## config.mk

```make
export PLATFORM = sky130hd
export DESIGN_NAME = qam_demap_sequencer
export DESIGN_NICKNAME = d
export VERILOG_FILES = /design/src/rtl/qam_demap_pkg.sv /design/src/rtl/qam_gray2bin.sv /design/src/rtl/qam_demap_sequencer.sv
export SDC_FILE = /design/constraint.sdc
export NUM_CORES = 1
export LEC_CHECK = 0
export ABC_AREA = 1
export CORE_AREA = 2 2 70 72
export CTS_CLUSTER_DIAMETER = 150
export DETAILED_ROUTE_END_ITERATION = 10
export DIE_AREA = 0 0 72 74
export PLACE_DENSITY = 0.74
export SYNTH_ARGS = -nofsm -noshare
export SYNTH_HDL_FRONTEND = slang
export SYNTH_SLANG_ARGS = --single-unit
```

## constraint.sdc

```tcl
create_clock -name dclk -period 1.2 [get_ports dclk]
set_clock_uncertainty 0.05 [all_clocks]
set_input_delay 0.36 -clock dclk [delete_from_list [all_inputs] [get_ports dclk]]
set_output_delay 0.36 -clock dclk [all_outputs]
set_load 0.005 [all_outputs]
```

## src/rtl/qam_demap_pkg.sv

```systemverilog
// Shared definitions for the QAM demapper symbol-FIFO sequencer:
// state encoding and the default symbol width (16-QAM).
package qam_demap_pkg;

  // Default bits per demapped symbol; must stay even so it splits into I/Q.
  localparam int QAM_SYM_BITS = 4;

  // Sequencer phases; the encoding is visible on debug taps, so keep it fixed.
  typedef enum logic [1:0] {
    ST_IDLE  = 2'b00,
    ST_RECV  = 2'b01,
    ST_READY = 2'b10,
    ST_DRAIN = 2'b11
  } seq_state_t;

endpackage : qam_demap_pkg

```

## src/rtl/qam_gray2bin.sv

```systemverilog
// Combinational Gray-to-binary converter for one I or Q half of a
// demapped symbol. Used only when QAM_GRAY_DECODE_EN is defined.
module qam_gray2bin
  import qam_demap_pkg::*;
#(
  parameter int W = QAM_SYM_BITS / 2
) (
  input  logic [W-1:0] gray,
  output logic [W-1:0] bin
);

  // Each binary bit is the XOR of all Gray bits at or above its position.
  always_comb begin
    bin = '0;
    for (int i = 0; i < W; i++) begin
      bin[i] = ^(gray >> i);
    end
  end

endmodule : qam_gray2bin

```

## src/rtl/qam_demap_sequencer.sv

```systemverilog
// Sequences the demapper symbol FIFO through receive, ready, drain and
// complete phases: counts a fixed-length frame into the FIFO, flags it to
// the host, drains it over valid/ready, then re-arms for the next frame.
// Optional feature: define QAM_GRAY_DECODE_EN to Gray-decode the I and Q
// halves of each symbol ahead of the FIFO write-data register.
module qam_demap_sequencer
  import qam_demap_pkg::*;
#(
  parameter int SYM_BITS  = QAM_SYM_BITS,
  parameter int FRAME_LEN = 64,
  parameter int CNT_W     = 8
) (
  input  logic                dclk,
  input  logic                reset_n,
  input  logic                enable,
  input  logic                sym_valid,
  input  logic [SYM_BITS-1:0] sym_data,
  output logic                fifo_wr_en,
  output logic [SYM_BITS-1:0] fifo_wdata,
  input  logic                fifo_full,
  output logic                fifo_rd_en,
  input  logic [SYM_BITS-1:0] fifo_rdata,
  input  logic                fifo_empty,
  output logic                fifo_clr,
  output logic                host_valid,
  output logic [SYM_BITS-1:0] host_data,
  input  logic                host_ready,
  output logic                available,
  output logic                complete,
  output logic [CNT_W-1:0]    overflow_cnt,
  output logic [CNT_W-1:0]    frame_cnt
);

  localparam logic [CNT_W-1:0] LAST_IDX = CNT_W'(FRAME_LEN - 1);

  seq_state_t          state, state_nxt;
  logic [CNT_W-1:0]    sym_cnt;
  logic                rd_inflight;
  logic                sym_accept;
  logic                sym_drop;
  logic                rd_fire;
  logic                drain_done;
  logic                host_take;
  logic [SYM_BITS-1:0] wdata_dec;

`ifdef QAM_GRAY_DECODE_EN
  localparam int HALF = SYM_BITS / 2;

  qam_gray2bin #(.W(HALF)) u_gray_i (
    .gray (sym_data[SYM_BITS-1:HALF]),
    .bin  (wdata_dec[SYM_BITS-1:HALF])
  );

  qam_gray2bin #(.W(HALF)) u_gray_q (
    .gray (sym_data[HALF-1:0]),
    .bin  (wdata_dec[HALF-1:0])
  );
`else
  assign wdata_dec = sym_data;
`endif

  assign host_take  = host_valid && host_ready;
  assign fifo_rd_en = rd_fire;
  assign available  = (state == ST_READY) || (state == ST_DRAIN);

  // Next-state, symbol accept/drop and FIFO read decisions.
  // NOTE: every signal written here gets a default first so no path can
  // leave it unassigned and infer a latch.
  always_comb begin
    state_nxt  = state;
    sym_accept = 1'b0;
    sym_drop   = 1'b0;
    rd_fire    = 1'b0;
    drain_done = 1'b0;
    case (state)
      ST_IDLE: begin
        if (enable) state_nxt = ST_RECV;
      end
      ST_RECV: begin
        sym_accept = sym_valid && !fifo_full;
        sym_drop   = sym_valid && fifo_full;
        // A full FIFO closes the frame short; the last accepted write still lands.
        if ((sym_accept && sym_cnt == LAST_IDX) || fifo_full) state_nxt = ST_READY;
      end
      ST_READY: begin
        sym_drop = sym_valid;
        if (host_ready) state_nxt = ST_DRAIN;
      end
      ST_DRAIN: begin
        sym_drop   = sym_valid;
        // One read at a time keeps the single output register from being overrun.
        rd_fire    = !fifo_empty && (!host_valid || host_take) && !rd_inflight;
        drain_done = fifo_empty && !rd_inflight && !host_valid;
        if (drain_done) state_nxt = ST_RECV;
      end
      default: state_nxt = ST_IDLE;
    endcase
    // Dropping enable abandons the frame from any phase.
    if (!enable) begin
      state_nxt  = ST_IDLE;
      sym_accept = 1'b0;
      rd_fire    = 1'b0;
      drain_done = 1'b0;
    end
  end

  // State register and phase-boundary strobes.
  // NOTE: sequential state uses non-blocking assignments so every register
  // samples the pre-edge values regardless of block ordering.
  always_ff @(posedge dclk) begin
    if (!reset_n) begin
      state       <= ST_IDLE;
      fifo_clr    <= 1'b1;
      complete    <= 1'b0;
      rd_inflight <= 1'b0;
    end else begin
      state       <= state_nxt;
      fifo_clr    <= (state_nxt == ST_IDLE) && (state != ST_IDLE);
      complete    <= drain_done;
      rd_inflight <= rd_fire;
    end
  end

  // Registered FIFO write port, one cycle behind the accepted symbol.
  always_ff @(posedge dclk) begin
    if (!reset_n) begin
      fifo_wr_en <= 1'b0;
      fifo_wdata <= '0;
    end else begin
      fifo_wr_en <= sym_accept;
      if (sym_accept) fifo_wdata <= wdata_dec;
    end
  end

  // Frame symbol counter, saturating drop counter and wrapping frame counter.
  always_ff @(posedge dclk) begin
    if (!reset_n) begin
      sym_cnt      <= '0;
      overflow_cnt <= '0;
      frame_cnt    <= '0;
    end else begin
      if (sym_accept)                           sym_cnt <= sym_cnt + CNT_W'(1);
      else if (state == ST_IDLE || drain_done)  sym_cnt <= '0;
      if (sym_drop && overflow_cnt != '1)       overflow_cnt <= overflow_cnt + CNT_W'(1);
      if (drain_done)                           frame_cnt <= frame_cnt + CNT_W'(1);
    end
  end

  // Host output register: captures read data, holds it until accepted.
  always_ff @(posedge dclk) begin
    if (!reset_n) begin
      host_valid <= 1'b0;
      host_data  <= '0;
    end else if (!enable || state != ST_DRAIN) begin
      host_valid <= 1'b0;
    end else if (rd_inflight) begin
      host_valid <= 1'b1;
      host_data  <= fifo_rdata;
    end else if (host_take) begin
      host_valid <= 1'b0;
    end
  end

endmodule : qam_demap_sequencer

```

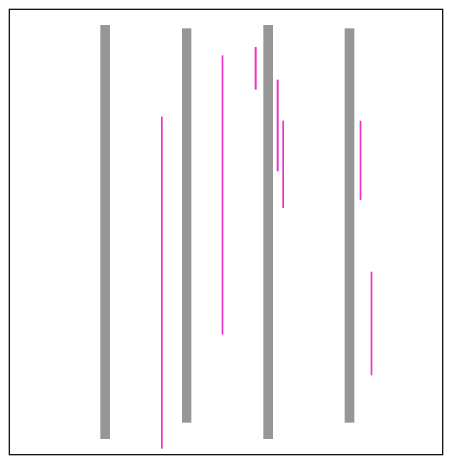
Figure 1: run 1, signal wires on met4.
Drawn at 6 px/um. Supply wires on this layer in grey.
wire length on this layer = 167 um
share of all routed wire = 2.7%
longest straight run = 55.1 um
nets with wire on the layer = 7
main direction = vertical
routed wire length: 6220 um
vias after detailed routing: 2333

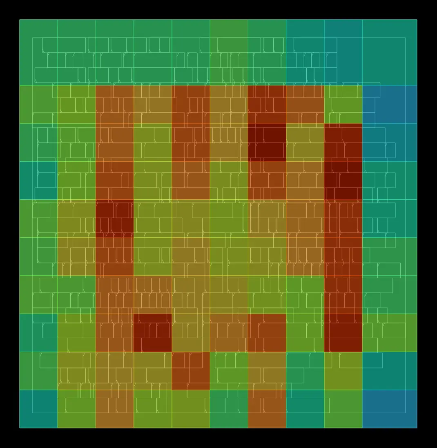
Figure 2: run 1, track usage over the die.
Most Crowded Layer GR: met2
Util after Layout: 76.6%
met2 usage: 39.5%
met3 global-route usage: 3.79%
met1 usage in global routing: 25.4%

==> run notes, run 1 <==
Status on the layout run. Of the combinational cells, the family taking the most area is simple AND/OR/NAND/NOR gates. Number of nets in the final layout landed at about 420. Routed wire length on met3 landed at 221 um. After detailed routing, the met2 layer carries 3180 um of wire. The final reports fail on setup timing. The clock passes through at most 2 buffers. Internal power comes to 2130 uW. Tapcell count landed at ~54.

Placeable core region landed at 4600 um2. By instance count after routing, the leading logic cell types are nand2_1 (66), buf_4 (48), nor2_1 (33). Initial antenna violation count landed at 0.

When the netlist entered floorplanning its net count stood at 310. Maximum number of pins on one net before global-route repair landed at 13. The count of nets left with antenna violations once routing finished came out at 0.

By count the netlist is led by nand2_1 (84), nor2_1 (44), dfxtp_1 (39), inv_1 (22), a21oi_1 (21). The overall die size recorded for this design is about 5300 um2. Combinational cells account for 11.0% of the total power. Post-placement cell count landed at about 440. The endpoint identified for the worst register-to-register timing path is overflow_cnt[7]. Tracing the worst setup path back leads to its startpoint at rd_inflight. Number of buffers other than clock buffers in the final layout landed at 114. Across all setup checks in the final design, the least slack found is -243 ps. The largest individual stage delay along the critical path comes from the cell dfxtp_2. Number of clock sinks seen by CTS landed at 39. The largest total area in the synthesized netlist belongs to dfxtp_1.

The flow ran to the end, but the final reports show violations. Power consumption landed at around 2800 uW. Sum of buffers and inverters on the critical path landed at 2. Insertion delay to the later sink of the worst-skew pair landed at 300 ps.

Yosys reported that registers with async set or reset make up 0%. TritonCTS built the clock tree. Final count of negative-setup-slack endpoints landed at 25. Looking at the VDD voltage map, the peak drop is ~0.55 mV. Transition time at the pin with the least slew margin landed at approximately 240 ps. The final hold violation count recorded for this run is 0. Count of routing violations after the opening detailed-route iteration landed at 91. For this configuration, the core starts out at a cell density of a little over two fifths. Synthesis inferred 39 register bits.

Looking at the reg2reg group, the worst path starts from overflow_cnt[1]. In this design, the largest share of critical-path delay is due to flip-flops. Post-CTS setup buffer count landed at 7. Cell area after synthesis landed at roughly 2000 um2.

Worst reg-to-reg path cell count landed at 8. The filler cells instantiated in the layout total 304.
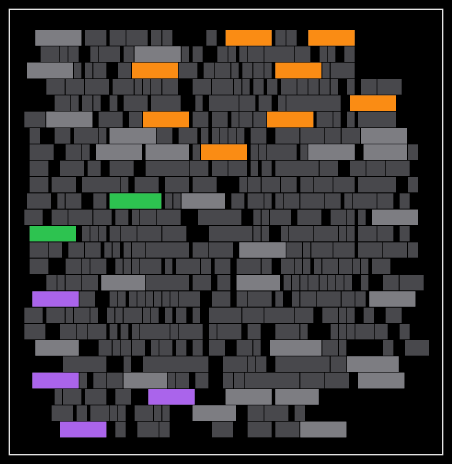
Figure 3: run 1, sequential cells coloured by netlist name.
Drawn at 6 px/um. Other sequential cells in the stronger grey, the rest of the logic in the fainter grey.
fifo_wdata -> purple  # flops 4, where south-west
state -> green  # flops 2
frame_cnt -> orange  # flops 8
not coloured = 25
area of all sequential standard cells: 826 um2
fraction of area in registers: 23.4%
P_seq: 1310 uW

==> run 2, diff against run 1 <==
--- a/config.mk
+++ b/config.mk
@@ -8,7 +8,7 @@
 export ABC_AREA = 1
-export CORE_AREA = 2 2 70 72
+export CORE_AREA = 2 2 54 94
 export CTS_CLUSTER_DIAMETER = 150
 export DETAILED_ROUTE_END_ITERATION = 10
-export DIE_AREA = 0 0 72 74
-export PLACE_DENSITY = 0.74
+export DIE_AREA = 0 0 56 96
+export PLACE_DENSITY = 0.73
 export SYNTH_ARGS = -nofsm -noshare
--- a/constraint.sdc
+++ b/constraint.sdc
@@ -4,2 +4,2 @@
 set_output_delay 0.36 -clock dclk [all_outputs]
-set_load 0.005 [all_outputs]
+set_load 0.02 [all_outputs]
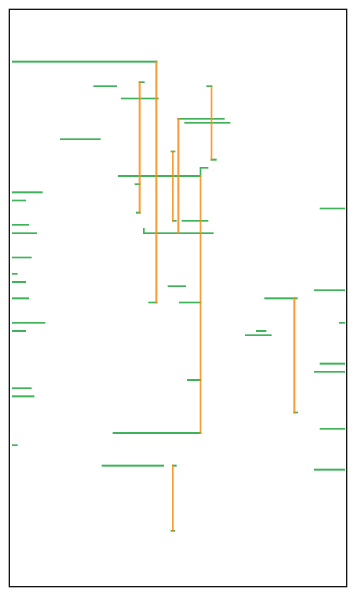
Figure 4: run 2, routed metal, one colour a layer.
Drawn at 6 px/um. Two of the layers only.
met4 -> orange  # wire length 178 um
met3 -> green  # wire length 199 um
Tot GR Track Use: 21.0%
routed wire length: 6120 um

==> run notes, run 2 <==
Status on the layout run. Per the timing report, the most critical flop-to-flop path originates at overflow_cnt[1]. Combined flip-flop and latch cell area landed at slightly above 800 um2. Global routing consumed, on the met2 layer, about two fifths of the routing resources. Counting flops and latches in the post-synthesis netlist gives 39. At the end of the flow, the number of nets in the layout was around 420. Total sequential power landed at approximately 1300 uW. The mapped netlist covers approximately 2000 um2.

Yosys shows that the main logic family after synthesis is simple AND/OR/NAND/NOR gates. Sum of buffers and inverters on the critical path landed at 2. TritonCTS built the clock tree. The worst register-to-register path ends at overflow_cnt[4]. Per the synth stats, the proportion of register bits with asynchronous set or reset is 0%. Port buffer count landed at about 44. Looking at the global route congestion table, the highest-usage layer is met2. The slowest stage of the critical path belongs to the cell dfxtp_2.

When the netlist entered floorplanning its net count stood at about 310. OpenSTA lists the critical path startpoint as host_valid. The overall die size recorded for this design is roughly 5400 um2. The detailed router placed 2330 vias in this run. Counting plain and timing-repair buffers in the layout gives 111. For the pin with the worst max-slew slack, the measured transition is about 220 ps.

Entering global routing, the biggest net connects 12 pins. The largest single stage delay on the critical path is about 330 ps. Placeable core region landed at between 4000 and 5000 um2.

The initial antenna violation count came to 0. Worst reg-to-reg path cell count landed at 8. In this design, the largest share of critical-path delay is due to flip-flops. The final reports fail on setup timing.

Routed wire length on met3 landed at about 200 um. Sorting the synthesized cells by how often they occur yields nand2_1 (84), nor2_1 (44), dfxtp_1 (39), inv_1 (22), a21oi_1 (21). According to the CTS report, the clock sink count is 39. Post-placement cell count landed at 432.

Per the CTS log, the buffer count on the longest clock path is 2. Fraction of standard cell area that is sequential landed at between 20% and 30%. Tapcell count landed at ~52. Met1 demand-to-capacity share in global routing landed at between 20% and 30%. Utilization of the core after routing landed at between 70% and 80%.

The cell type that accounts for the most area after synthesis is dfxtp_1. Peak ir drop on the vdd network landed at between 0.7 and 0.8 mV. The run finished, with violations left.

Once detail routing completed, the nets flagged for antenna violations numbered 0. Power consumption landed at around 2500 uW. Gate count of the mapped netlist landed at 292. Post-CTS setup buffer count landed at 11. Setup slack on the critical path of the routed design comes to -280 ps. Filler cell count in the final layout landed at 356.

Logic gate share of total power landed at between 10% and 20%. After detailed routing, the met2 layer carries approximately 3700 um of wire. After detailed routing, no signal wire sits above met4. Final count of negative-setup-slack endpoints landed at 33.
==> run 3, diff against run 2 <==
- SLEW_MARGIN: not set -> 40
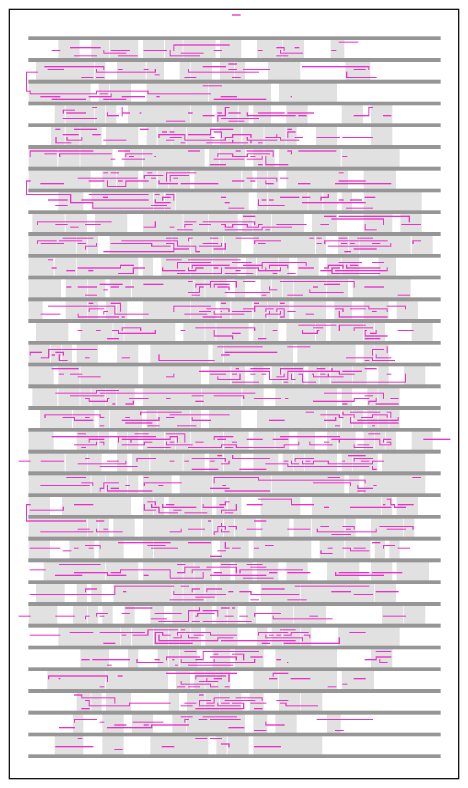
Figure 5: run 3, metal 1.
Drawn at 8 px/um. Supply wires on this layer in grey.
main direction = horizontal
wire length on this layer = 2080 um
nets with wire on the layer = 380
vias after detailed routing: 2330
met1 usage in global routing: 20.8%

==> run notes, run 3 <==
Status on the layout run. For the worst-skew pair, the clock arrives at the later sink with an insertion delay of 290 ps. Global route summary, busiest routing layer listed as met2. Before placement the cells fill a little over two fifths of the core. In this run, synthesis produced a sequential element count of 39. After synthesis, the most frequently instantiated cells are nand2_1 (84), nor2_1 (44), dfxtp_1 (39), inv_1 (22), a21oi_1 (21). The count of nets left with antenna violations once routing finished came out at 0. Checking hold timing, the worst path is listed with class in2reg. Maximum number of pins on one net before global-route repair landed at 12. Per the OpenROAD power report, switching power amounts to 603 uW. Post-detailed-route via-to-cell ratio landed at about 5.1. Of the total standard cell area in the layout, the multi-input combinational portion is between 30 and 40%. The most critical setup path has its startpoint at host_valid. Internal power comes to about 1900 uW. Post-detailed-route wirelength per cell landed at about 13 um. Port buffer count landed at ~44.

Buffer levels on the longest clock path landed at 2. For this run, the slowest stage of the critical path takes around 330 ps. In this design, the largest share of critical-path delay is due to flip-flops. For this block, the routed nets add up to approximately 6100 um of wire. Post-CTS setup buffer count landed at 11.

The horizontal die dimension reported for this design is 56 um. Number of clock sinks seen by CTS landed at 39. Setup repair after global routing could not meet its margin everywhere.

The capture point of the worst register-to-register path is recorded as overflow_cnt[4]. Counting flops with an async set or reset pin after synthesis yields a share of 0%. Post-placement cell count landed at between 400 and 500. Placeable core region landed at 4620 um2. Cell area after synthesis landed at just over 2000 um2. Total sequential power landed at 1310 uW. Once placement finished, the instance area stood at ~2900 um2.

Sorting the synthesized cells by area gives the leading types as dfxtp_1 (39%), nand2_1 (16%), nor2_1 (8.2%), a21oi_1 (5.2%), inv_1 (4.1%). Arithmetic-cell share of the synthesized area counting full adders, half adders and majority gates landed at approximately 1.9%. Filler cell count in the final layout landed at approximately 360. After layout the clock buffers and inverters come to ~2.5% of cell area.

According to the tapcell log, the count of inserted taps is about 52. Of all cell types, the one taking the most synthesized area is dfxtp_1. TritonCTS built the clock tree. In this run the critical register-to-register path is launched from overflow_cnt[1]. Hold violation count in the final report landed at 0.

Worst reg-to-reg path cell count landed at 8. For reference, simple AND, OR, NAND and NOR cells occupy between 40% and 50% of the area reported after synthesis. In the synthesized netlist, the dominant kind of combinational cell is simple AND/OR/NAND/NOR gates. Global router's overall resource usage landed at 21.0%.

When the netlist entered floorplanning its net count stood at about 310. Number of standard cells reported by yosys landed at between 200 and 300. Met2 track demand over resource landed at a little over two fifths.

Counting pins that exceed their max-slew limit in the final report gives 0. In the final layout, flip-flops and latches take up around a quarter of the cell area. In this run, the number of DRC markers left after iteration 0 of detailed routing was roughly 60.

After global routing the overflow that remains totals 0. The transition time recorded at the tightest slew-check pin is about 220 ps. The design draws ~2500 uW. From the final report, the count of setup violators was given as 33.

Met3 global-route usage landed at ~2.8%. The initial antenna violation count was 0. After layout, the buffer instance count without clock buffers stands at between 100 and 150. Antenna diode instance count landed at 0. Final instance area landed at approximately 3400 um2.

Per report_power, the Clock row totals between 800 and 900 uW. The detailed router used layers up to and including met4. Routed wire length on met3 landed at roughly 200 um. Gate count of the mapped netlist landed at about 290.

Peak ir drop on the vdd network landed at 0.775 mV. The checks that failed: setup timing. Looking at the clock tree report, the root buffer type is clkbuf_8.

Per the post-run analysis, buffers plus inverters along the critical path come to 2. Utilization of the core after routing landed at about three quarters. In the final layout, excluding clock inverters the inverter count is 29. I/O pin count landed at 45.

The share of total power dissipated in combinational logic is a little under an eighth. There are 39 flip-flops and latches. The routed design uses about 3700 um of met2 wire. Combined flip-flop and latch cell area landed at roughly 830 um2. Headroom to the max-slew limit landed at 85.5%. In the final design, more cell area goes to multi-input combinational cells than to any other class. Leaving out fill and tap cells, the most frequent cells in the layout are nand2_1 (72), buf_4 (72), nor2_1 (35). The flow ran to the end, but the final reports show violations. The timing report shows that the slowest cell on the worst path is dfxtp_2. Setup slack on the critical path of the routed design comes to -280 ps. Area enclosed by the die boundary landed at around 5400 um2.

Warnings raised by the tools during the run amount to 29. The final layout contains between 400 and 500 nets.
Power and IR drop assume default switching activity.
